$ cat src/rtl/pc_fetch_unit.sv
`default_nettype none
// +----------------------------------------------------------------------------+
// | pc_fetch_unit: architectural PC, next-PC select, stall/halt, fault trap      |
// | Revision: 1.0                                                                |
// +----------------------------------------------------------------------------+
module pc_fetch_unit #(
    parameter logic [31:0] RESET_PC = 32'h0000_0000,
    parameter int          IMEM_AW  = 16
) (
    input  logic        clk,
    input  logic        rst_n,
    input  logic        stall_i,
    input  logic        halt_i,
    input  logic        branch_taken_i,
    input  logic        jal_i,
    input  logic        jalr_i,
    input  logic [31:0] imm_i,
    input  logic [31:0] rs1_i,
    output logic [31:0] pc_o,
    output logic [31:0] pc_plus4_o,
    output logic        fetch_valid_o,
    output logic        halted_o,
    output logic        fault_o,
    output logic [31:0] fault_pc_o,
    output logic [31:0] fetch_cnt_o
);

    localparam logic [1:0] S_BOOT  = 2'd0;
    localparam logic [1:0] S_RUN   = 2'd1;
    localparam logic [1:0] S_HALT  = 2'd2;
    localparam logic [1:0] S_FAULT = 2'd3;

    logic [1:0]  state_q,    state_d;
    logic [31:0] pc_q,       pc_d;
    logic [31:0] fault_pc_q, fault_pc_d;
    logic [31:0] cnt_q,      cnt_d;

    logic [31:0] w_target;
    logic        w_seq;
    logic        w_oob;
    logic        w_illegal;

    always_comb begin
        w_seq = 1'b0;
        if (jalr_i) begin
            w_target = (rs1_i + imm_i) & ~32'h1;
        end else if (jal_i || branch_taken_i) begin
            w_target = pc_q + imm_i;
        end else begin
            w_target = pc_q + 32'd4;
            w_seq    = 1'b1;
        end
    end

    // Any set bit above the ROM address width means the target lies outside the ROM.
    generate
        if (IMEM_AW < 32) begin : g_range
            assign w_oob = |w_target[31:IMEM_AW];
        end else begin : g_full
            assign w_oob = 1'b0;
        end
    endgenerate

    assign w_illegal = (w_target[1:0] != 2'b00) | w_oob | (w_seq & (w_target < pc_q));

    always_ff @(posedge clk or negedge rst_n) begin
        if (!rst_n) begin
            state_q    <= S_BOOT;
            pc_q       <= RESET_PC;
            fault_pc_q <= 32'h0;
            cnt_q      <= 32'h0;
        end else begin
            state_q    <= state_d;
            pc_q       <= pc_d;
            fault_pc_q <= fault_pc_d;
            cnt_q      <= cnt_d;
        end
    end

    always_comb begin
        state_d    = state_q;
        pc_d       = pc_q;
        fault_pc_d = fault_pc_q;
        cnt_d      = cnt_q;
        case (state_q)
            S_BOOT: state_d = S_RUN;
            S_RUN: begin
                if (halt_i) begin
                    state_d = S_HALT;
                end else if (!stall_i) begin
                    if (w_illegal) begin
                        state_d    = S_FAULT;
                        fault_pc_d = w_target;
                    end else begin
                        pc_d  = w_target;
                        cnt_d = cnt_q + 32'd1;
                    end
                end
            end
            default: state_d = state_q;
        endcase
    end

    always_comb begin
        fetch_valid_o = (state_q == S_RUN);
        halted_o      = (state_q == S_HALT);
        fault_o       = (state_q == S_FAULT);
    end

    assign pc_o        = pc_q;
    assign pc_plus4_o  = pc_q + 32'd4;
    assign fault_pc_o  = fault_pc_q;
    assign fetch_cnt_o = cnt_q;

endmodule
`default_nettype wire
$ cat config.mk
export PLATFORM = sky130hd
export DESIGN_NAME = pc_fetch_unit
export DESIGN_NICKNAME = d
export VERILOG_FILES = /design/src/rtl/pc_fetch_unit.sv
export SDC_FILE = /design/constraint.sdc
export NUM_CORES = 1
export LEC_CHECK = 0
export CAP_MARGIN = 25
export CORE_MARGIN = 10
export CORE_UTILIZATION = 39
export CTS_CLUSTER_DIAMETER = 50
export DETAILED_ROUTE_END_ITERATION = 8
export GPL_ROUTABILITY_DRIVEN = 1
export PLACE_DENSITY = 0.73
export SLEW_MARGIN = 30
export SYNTH_ARGS = -nofsm -noshare
export SYNTH_HDL_FRONTEND = slang
export SYNTH_SLANG_ARGS = --single-unit
export TNS_END_PERCENT = 30
$ cat constraint.sdc
create_clock -name clk -period 5.6 [get_ports clk]
set_clock_uncertainty 0.1 [all_clocks]
set_input_delay 1.12 -clock clk [delete_from_list [all_inputs] [get_ports clk]]
set_output_delay 1.12 -clock clk [all_outputs]
set_load 0.03 [all_outputs]
congestion.png
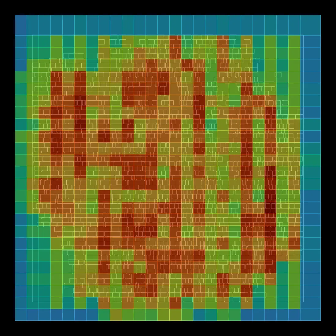
Core Util, Final: 65.3%
met3 Use GR: 5.14%
GRT Overall Usage: 25.4%
GRT busiest layer: met2

detail.png
Bar = 5 microns. Window x 123 to 143, y 123 to 143 microns. Cells in grey, sequential cells in the stronger grey; small squares are vias.
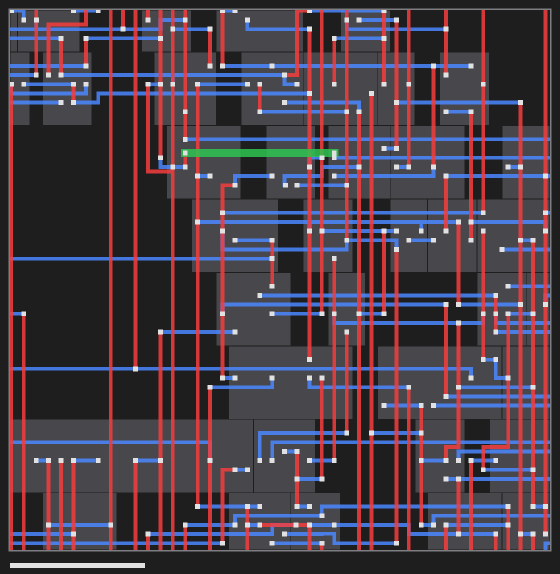
[blue] metal 1
[red] metal 2
[green] metal 3
cells with their middle in the window: 35
sequential cells in the window: 0
most frequent: buf_4 (7), o21ai_0 (5)

metal_density.png
35 x 35 tiles, from white (low) to dark blue (high), scaled to the fullest tile. Values are wire area over tile area, all layers added.
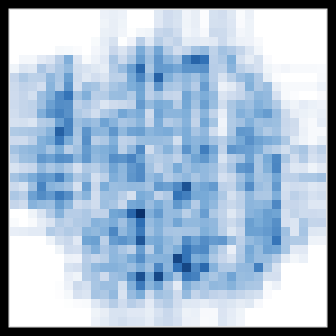
densest ninth of the die: centre
fullest tile: 0.78
tiles over half the peak: 15%
nearly empty tiles: 18%
final WL: 42,300 microns
vias post-DR: 11,200
DR WL/cell: 21.3 microns

wires.png
Bar = 50 microns. Only two layers are drawn.
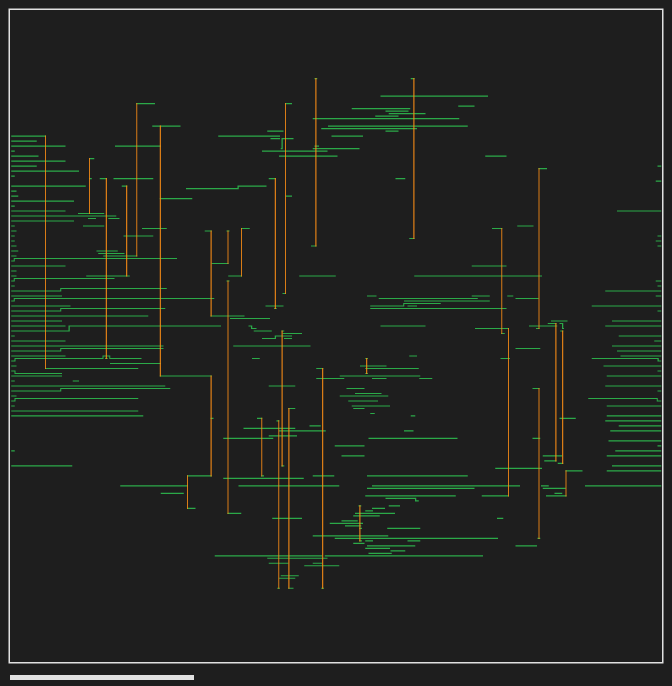
[green] metal 3 | wire length: 2,880 microns
[orange] metal 4 | wire length: 1,040 microns

==> flow_summary_export.csv <==
group,metric,value,unit
status,status,"finished with violations",
status,violations,"setup timing",
yosys,ys_warn_count,0,
critical_path,path_delay_family,"AND-OR/OR-AND gates",
yosys,async_reset_ff_share,100,%
critical_path,crit_path_end,"fetch_cnt_o[9]",
power_and_ir_drop,internal_power,1570,uW
sta,hold_viol,0,
place,place_hpwl,32100,microns
sta,tns,-21.03,ns
clocking,post_cts_resize_count,179,
route,remaining_drc_errors,0,
yosys,syn_nets,1337,
sta,fin_crit_sh,106,%
power_and_ir_drop,p_total,2460,uW
critical_path,cp_num_buf_inv,3,
route,wl_met2,20500,microns
global_route,grtUsageMet1,31.9,%
job,tool_warnings,29,
power_and_ir_drop,p_leak,0.00718,uW
clocking,path_clk_slew,0.07,ns
yosys,ys_types,81,
yosys,topCombFamilyByArea,"simple AND/OR/NAND/NOR gates",
floorplanning,fp.dieW,177,microns
clocking,cts.sinks,98,
finish,fillers,1983,
route,top_layer_used,"met4",
yosys,syn_avg_cell_area,8.27,sq um
yosys,synth-edff-count,0,
yosys,synth-area-yosys,9670,sq um
yosys,top_cell,"a21oi_1",
floorplanning,ios,202,
power_and_ir_drop,comb_power_share,44.7,%
sta,rsz0062_at_grt,"true",
critical_path,r2r-start,"pc_o[0]",
yosys,yosysCellCount,1170,
clocking,ctsHoldBuffers,0,
yosys,muxShareOfSynthArea,6.18,%
sta,setup_violations,97,
power_and_ir_drop,p_seq,763,uW
finish,areaGrowthSynthToFinish,64.6,%
critical_path,cp-start-kind,"input pin",
global_route,grt_pass1_wl,63000,microns
sta,drv_slew,0,
yosys,synth-compound-area-share,20.8,%
critical_path,cp.required,5.77,ns
finish,fin_nets,1824,
clocking,cts_root_buf,"clkbuf_16",
power_and_ir_drop,seq_power_share,31.0,%
route,drt_iter0_drc,1122,
yosys,flop_cell,"dfrtp_1",
route,wl_met3,2880,microns
global_route,antenna_found_initial,0,
critical_path,path_max_fanout,8,
power_and_ir_drop,vdd.ir_drop.worst,148,uV
yosys,yosys.area.top_type,"dfrtp_1",
clocking,postCtsSetupRepairBufs,18,
floorplanning,die_area,31500,sq um
global_route,grt_pass1_vias,11200,
worst_hold_path,hold_class,"reg -> reg",
yosys,netlist_top_cells_count,"a21oi_1, nand2_1, dfrtp_1",
floorplanning,core_area,24400,sq um
global_route,grt_max_degree,61,
clocking,cts_made_buffers,9,
power_and_ir_drop,p_comb,1100,uW
route,ant_nets,0,
yosys,synthTopCellsByArea,"dfrtp_1, ha_1, a21oi_1, xnor2_1, xor2_1",
power_and_ir_drop,power_leader,"combinational cells",
finish,final_layout_top_logic_cells,"buf_4, clkdlybuf4s50_1, nand2_1, dfrtp_1, nor2_1",
finish,num_antenna_cells,0,
yosys,postSynthSeqShare,25.4,%
finish,drive_above_1_share,32.4,%
sta,max-slew-margin-rel,46.2,%
yosys,synthAdderAreaFrac,12.6,%
critical_path,crit_path_cell_trace,"buf_8, ha_4, fa_2, a21o_1, a221o_1, o211ai_2, a31oi_4, and4_1, or3_4, a211oi_4, ha_4, a21o_1, a21oi_2, or2_4, a31oi_4, a31oi_4, a2111oi_4, nor4b_4, nand3_4, buf_6, buf_12, nor4bb_4, xor2_1",
finish,finalInstanceArea,15900,sq um
finish,finalNonFillerCells,1986,
floorplanning,fp_util,39.6,%
critical_path,worst_r2r_path_depth,22,
critical_path,r2r_slack,0,ns
floorplanning,die.size.y,177,microns
yosys,synthCells,1170,
clocking,clk_latency,0.35,ns
yosys,synthXorXnorAreaFrac,8.88,%
floorplanning,rows,57,
power_and_ir_drop,swShare,36.4,%
power_and_ir_drop,p_switching,895,uW
finish,layout_top_cell,"buf_4",
sta,fin_crit,5.96,ns
power_and_ir_drop,p_clk_share,24.3,%
critical_path,end_kind,"register",
critical_path,cp.arrival,6.12,ns
route,viasPerCell,5.66,
job,drv_cap,0,
place,place.gp.congestion,0.967,
critical_path,cp_common_cell,"a31oi_4",
place,place_area,14100,sq um
yosys,synth_top_area_share,25.4,%
sta,tightest_slew,0.800,ns
power_and_ir_drop,pwr_density_cell,155,nW/um^2
sta,fin_ws,-0.355,ns
critical_path,cp.depth,23,
place,numPlacedInstances,1937,
clocking,cts_tree,"built",
place,io_buffers,201,
place,place_ws,-1.25,ns
route,drtPass1Iterations,5,
critical_path,critPathSlowestCell,"fa_2",
yosys,synth_area,9670,sq um
critical_path,crit_path_start,"imm_i[0]",
global_route,use_met2,43.2,%
clocking,cts_buffer_depth,2,
global_route,grt_overflow,0,
critical_path,r2r_end,"fetch_cnt_o[9]",
yosys,ys_sh_simple,21.7,%
power_and_ir_drop,pwr.group.clock,597,uW
critical_path,critPathKind,"in -> reg",
clocking,htreeDepth,3,
yosys,ys_ff,98,
critical_path,slowest_delay,0.39,ns
sta,fmax,0.168,GHz
sta,hold_ws,0.373,ns
route,wl_met1,17900,microns
-- worst min path at each step --
stage / from / to / slack [ns] / cells past startpoint
finish: fetch_cnt_o[31] / fetch_cnt_o[31] / 0.37 / 1
detailed placement: fetch_cnt_o[31] / fetch_cnt_o[31] / 0.36 / 1
CTS: fetch_cnt_o[31] / fetch_cnt_o[31] / 0.38 / 1
floorplan: state_q[1] / state_q[1] / 0.36 / 2
global route: fetch_cnt_o[14] / fetch_cnt_o[14] / 0.41 / 1
global placement: fetch_cnt_o[31] / fetch_cnt_o[31] / 0.36 / 1
-- layout make-up --
cell class,count,area (sq um),area share [%]
flip-flops and latches,98,2450,15.4
inverters,58,218,1.37
repair buffers,521,4570,28.7
well taps,324,405,2.55
clock buffers,10,229,1.44
clock inverters,6,51.3,0.322
multi-input cells,969,7990,50.2
